$ cat config.mk
export PLATFORM = sky130hd
export DESIGN_NAME = btn_conditioner_flat
export DESIGN_NICKNAME = d
export VERILOG_FILES = /design/src/rtl/btn_conditioner_if.sv /design/src/rtl/btn_conditioner.sv /design/src/flat_wrapper.sv
export SDC_FILE = /design/constraint.sdc
export NUM_CORES = 1
export LEC_CHECK = 0
export CORE_MARGIN = 2
export CORE_UTILIZATION = 45
export CTS_CLUSTER_SIZE = 30
export DETAILED_ROUTE_END_ITERATION = 16
export HOLD_SLACK_MARGIN = 0.1
export PLACE_DENSITY = 0.72
export SLEW_MARGIN = 20
export SYNTH_ARGS = -nofsm -noshare
export SYNTH_HDL_FRONTEND = slang
export SYNTH_SLANG_ARGS = --single-unit
$ cat constraint.sdc
create_clock -name clk -period 2.5 [get_ports clk]
set_input_delay 0.25 -clock clk [delete_from_list [all_inputs] [get_ports clk]]
set_output_delay 0.25 -clock clk [all_outputs]
set_load 0.02 [all_outputs]
$ cat src/rtl/btn_conditioner_if.sv
// Button-path bundle between the board/tick sources and the conditioner.
// The master drives the raw buttons and the game tick; the slave returns the conditioned outputs.
interface btn_conditioner_if;
    logic [2:0] btn_in;
    logic       sim_clk;
    logic [2:0] btn_level;
    logic [2:0] btn_press;

    modport master (
        output btn_in,
        output sim_clk,
        input  btn_level,
        input  btn_press
    );

    modport slave (
        input  btn_in,
        input  sim_clk,
        output btn_level,
        output btn_press
    );
endinterface

$ cat src/rtl/btn_conditioner.sv
// Synchronises and debounces three buttons, and turns each accepted press into an event
// that is held for exactly one sim_clk period.
module btn_conditioner #(
    parameter int unsigned DEBOUNCE_CYCLES = 500000,
    parameter int unsigned CNT_W           = 20
) (
    input logic              clk,
    input logic              reset,
    btn_conditioner_if.slave bus
);

    typedef enum logic [1:0] {
        Idle,
        PressWait,
        Held,
        ReleaseWait
    } btnState_t;

    localparam logic [CNT_W-1:0] CntLast = CNT_W'(DEBOUNCE_CYCLES - 1);
    localparam logic [CNT_W-1:0] CntOne  = CNT_W'(1);

    logic [2:0] syncFirst;
    logic [2:0] syncS;
    logic       tickT1;
    logic       tickT2;
    logic       tick;
    logic [2:0] riseStrobe;
    logic [2:0] level;
    logic [2:0] pendingQ;
    logic [2:0] pressQ;

    always_ff @(posedge clk or posedge reset) begin
        if (reset) begin
            syncFirst <= '0;
            syncS     <= '0;
            tickT1    <= 1'b0;
            tickT2    <= 1'b0;
        end else begin
            syncFirst <= bus.btn_in;
            syncS     <= syncFirst;
            tickT1    <= bus.sim_clk;
            tickT2    <= tickT1;
        end
    end

    // sim_clk is data here; a tick marks the first clk cycle after its rising edge.
    assign tick = tickT1 & ~tickT2;

    for (genvar i = 0; i < 3; i++) begin : gBtn
        btnState_t        stateQ;
        btnState_t        stateD;
        logic [CNT_W-1:0] cntQ;
        logic [CNT_W-1:0] cntD;
        logic             rise;

        always_ff @(posedge clk or posedge reset) begin
            if (reset) begin
                stateQ <= Idle;
                cntQ   <= '0;
            end else begin
                stateQ <= stateD;
                cntQ   <= cntD;
            end
        end

        always_comb begin
            stateD = stateQ;
            cntD   = cntQ;
            rise   = 1'b0;
            case (stateQ)
                Idle: begin
                    if (syncS[i]) begin
                        stateD = PressWait;
                        cntD   = CntOne;
                    end else begin
                        cntD = '0;
                    end
                end
                PressWait: begin
                    if (!syncS[i]) begin
                        stateD = Idle;
                        cntD   = '0;
                    end else if (cntQ == CntLast) begin
                        stateD = Held;
                        cntD   = '0;
                        rise   = 1'b1;
                    end else begin
                        cntD = cntQ + CntOne;
                    end
                end
                Held: begin
                    if (!syncS[i]) begin
                        stateD = ReleaseWait;
                        cntD   = CntOne;
                    end
                end
                ReleaseWait: begin
                    if (syncS[i]) begin
                        stateD = Held;
                        cntD   = '0;
                    end else if (cntQ == CntLast) begin
                        stateD = Idle;
                        cntD   = '0;
                    end else begin
                        cntD = cntQ + CntOne;
                    end
                end
                default: begin
                    stateD = Idle;
                    cntD   = '0;
                end
            endcase
        end

        assign riseStrobe[i] = rise;
        assign level[i]      = (stateQ == Held) || (stateQ == ReleaseWait);
    end

    // A rise landing on the tick edge is kept pending and delivered on the following tick.
    always_ff @(posedge clk or posedge reset) begin
        if (reset) begin
            pendingQ <= '0;
            pressQ   <= '0;
        end else if (tick) begin
            pressQ   <= pendingQ;
            pendingQ <= riseStrobe;
        end else begin
            pendingQ <= pendingQ | riseStrobe;
        end
    end

    assign bus.btn_level = level;
    assign bus.btn_press = pressQ;

endmodule

$ cat src/flat_wrapper.sv
// flat-port wrapper written by rule: the top's interface ports become plain ports
module btn_conditioner_flat 
#(
    parameter int unsigned DEBOUNCE_CYCLES = 500000,
    parameter int unsigned CNT_W           = 20
)
  (clk, reset, bus_btn_in, bus_sim_clk, bus_btn_level, bus_btn_press);
  btn_conditioner_if bus_i ();
  input logic clk;
  input logic reset;
  input wire logic [$bits(bus_i.btn_in)-1:0] bus_btn_in;
  input wire logic [$bits(bus_i.sim_clk)-1:0] bus_sim_clk;
  output wire logic [$bits(bus_i.btn_level)-1:0] bus_btn_level;
  output wire logic [$bits(bus_i.btn_press)-1:0] bus_btn_press;
  assign bus_i.btn_in = bus_btn_in;
  assign bus_i.sim_clk = bus_sim_clk;
  assign bus_btn_level = bus_i.btn_level;
  assign bus_btn_press = bus_i.btn_press;
  btn_conditioner #(.DEBOUNCE_CYCLES(DEBOUNCE_CYCLES), .CNT_W(CNT_W)) u_core (.clk(clk), .reset(reset), .bus(bus_i));
endmodule
==> reports/metrics.csv <==
stage,metric,value,unit
clocking,Clock Sink Count,80,
status,run status,"finished, final reports clean",
final_layout,logic area,1940,um^2
global_route,GR Layer Usage met2,26.9,%
final_layout,number of clock buffers in the layout,9,
final_timing,"Period Utilization, post-route",85.7,%
synth,top cell type by instance count after synthesis,dfrtp_1,
pwr,power dissipated in the clock network,0.00110,W
route,tally of nets with antenna violations remaining after routing,0,
final_layout,"number of standard cells in the layout, taps in and fillers out",540,
final_timing,number of max-slew violations in the final report,0,
final_layout,flop share of the area,44.6,%
pwr,worst IR drop on VDD,394,uV
pwr,post-layout power,0.00253,W
place,total placed instance area,4260,um^2
final_timing,worst hold-check slack,0.153,ns
worst_setup_path,Register-to-Register Setup Slack,0.36,ns
synth,top_reg_cell synth,dfrtp_1,
route,M1 wire length,3720,um
synth,async set or reset register ratio after synthesis,100,%
synth,number of enable flip-flop cells,0,
final_layout,most instantiated logic cell after routing,dfrtp_1,
floorplan,Horiz. Die Dim,98.8,um
synth,dominant kind of combinational cell,simple AND/OR/NAND/NOR gates,
synth,Synthesized Nets,425,
global_route,global routing met3 resource utilization,2.84,%
worst_setup_path,category of the critical setup timing path,reg2reg,
pwr,internal power consumption,0.00192,W
synth,chip area in the Yosys report,4040,um^2
synth,complex-gate fraction of the synthesized area,15.2,%
clocking,total CTS buffers,9,
final_timing,Final Critical Period,2.14,ns
final_layout,non-clk buf share,3.74,%
route,DR WL met2,3700,um
floorplan,number of rows created at floorplan,34,
route,Vias per Instance,5.88,
final_layout,nonclk inv count,4,
synth,post-synthesis area per instance,9.72,um^2
synth,simple-gate portion of the synthesized area,24.9,%
synth,largest cells by area after synthesis,"dfrtp_1 (50%), nand2_1 (4.3%), xor2_1 (4.1%)",
global_route,All-Layer GR Usage,17.3,%
pwr,power density normalized to cell area,563,nW/um^2
floorplan,number of well-tap cells placed,108,
final_layout,Total Nets Final,436,
worst_setup_path,startpoint class of the critical path,register,
final_layout,relative area change from synthesis to final layout,11.0,%
global_route,GRT busiest layer,met2,
route,total detailed-routing wirelength,7840,um
synth,Post-Synth XOR/XNOR Area,4.55,%
worst_setup_path,family with the most delay on the worst path,simple AND/OR/NAND/NOR gates,
final_timing,worst max-slew margin expressed relative to the limit,42.8,%
place,dpl ws,0.390,ns
final_layout,footprint of the flip-flops and latches,2000,um^2
synth,count of different cell masters after synthesis,56,
final_layout,cell type taking the most area,sequential cells,
clocking,Setup Buffers After CTS,0,
pwr,net switching component of the power,0.000607,W
final_timing,RSZ-0062 raised after global routing,false,
synth,Yosys warning count,0,
worst_setup_path,Worst Path Required,2.78,ns
final_layout,Flop Count,80,
worst_setup_path,endpoint of the worst setup timing path,u_core.gBtn[0].cntQ[18]$_DFFE_PP0P_,
synth,Commonest cells post-synth,"dfrtp_1 (80), nand2_1 (46), nor2_1 (39), nand3_1 (33), a31oi_1 (24)",
worst_setup_path,Worst R2R Start,u_core.gBtn[0].cntQ[17]$_DFFE_PP0P_,
synth,portion of the post-synthesis area used by sequential elements,49.5,%
synth,top cell type by total area after synthesis,dfrtp_1,
worst_setup_path,arrival time of data at the critical path endpoint,2.43,ns
pwr,largest power group,sequential cells,
global_route,vias in the first global route,3020,
floorplan,Die Footprint,9760,um^2
final_layout,"flip-flop count of the largest register, all copies and words added",60,
final_layout,Multi-Input Combinational,315,
final_layout,fraction of layout cells with a size suffix above 1,9.26,%
global_route,first-pass GRT wire length,13800,um
route,Wirelength per Cell,14.5,um
worst_setup_path,Critical path buffers and inverters,0,
clocking,# hold bufs at CTS,0,
worst_setup_path,"critical path, cell by cell",and3_1 -> and4b_1 -> a31oi_4 -> or3b_1 -> nand3_1,
global_route,largest net degree at the start of global routing,44,
clocking,worst skew pair latency,0.36,ns
final_layout,number of signal-net buffers in the layout,17,
pwr,sequential-cell power consumption,0.00133,W
place,number of buffers added on ports,11,
final_layout,number of diodes,0,
synth,adder-cell share of the synthesized area,0.928,%
worst_hold_path,type of the most critical hold path,in2async,
pwr,cell leakage power,1.88,nW
route,number of iterations in the first detailed-routing pass,5,
final_layout,FILL cells,798,
pwr,share of power burned in combinational logic,4.2,%
clocking,clock tree from TritonCTS,done,
final_layout,cell area after layout,4490,um^2
route,total vias in the final route,3177,
worst_setup_path,logic depth of the worst setup path including buffers,5,
place,Post-DP HPWL,5370,um
final_layout,area fraction of clock buffers and clock inverters,5.08,%
==> images/clock_wires.png <==
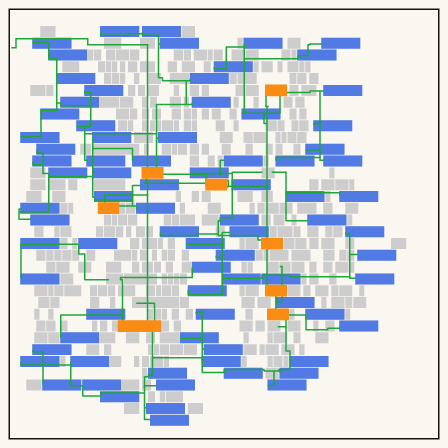
clock-net drivers -> orange  # count 9
flip-flops -> blue  # count 80
clock wires -> green  # length 1030 um
flops lie = widely spread
routed clock nets = 10

==> images/pinout.png <==
Pins as bars across the die edge, other pins in grey.
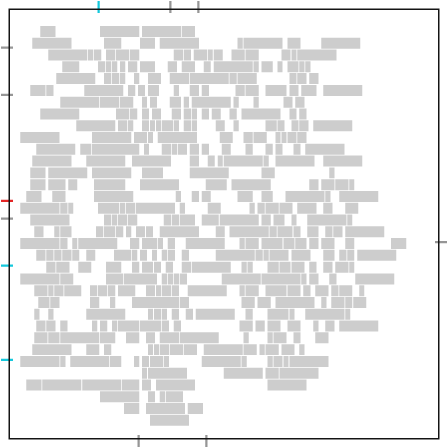
bus_sim_clk -> red  # pins 1, direction input, edge west
bus_btn_in -> cyan  # pins 3, direction input, edge 2 west, 1 north

==> images/layers.png <==
Two of the layers only.
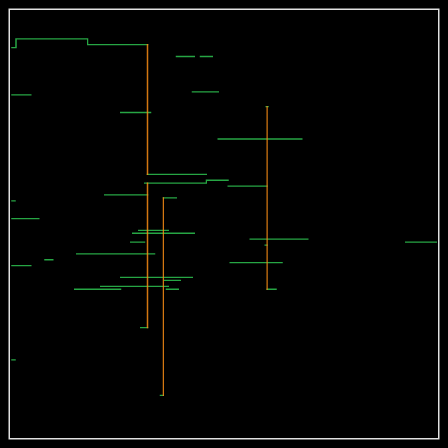
M3 -> green  # wire length 276 um
M4 -> orange  # wire length 151 um

Power figures rest on the tool's default switching activity, not on a simulated workload.
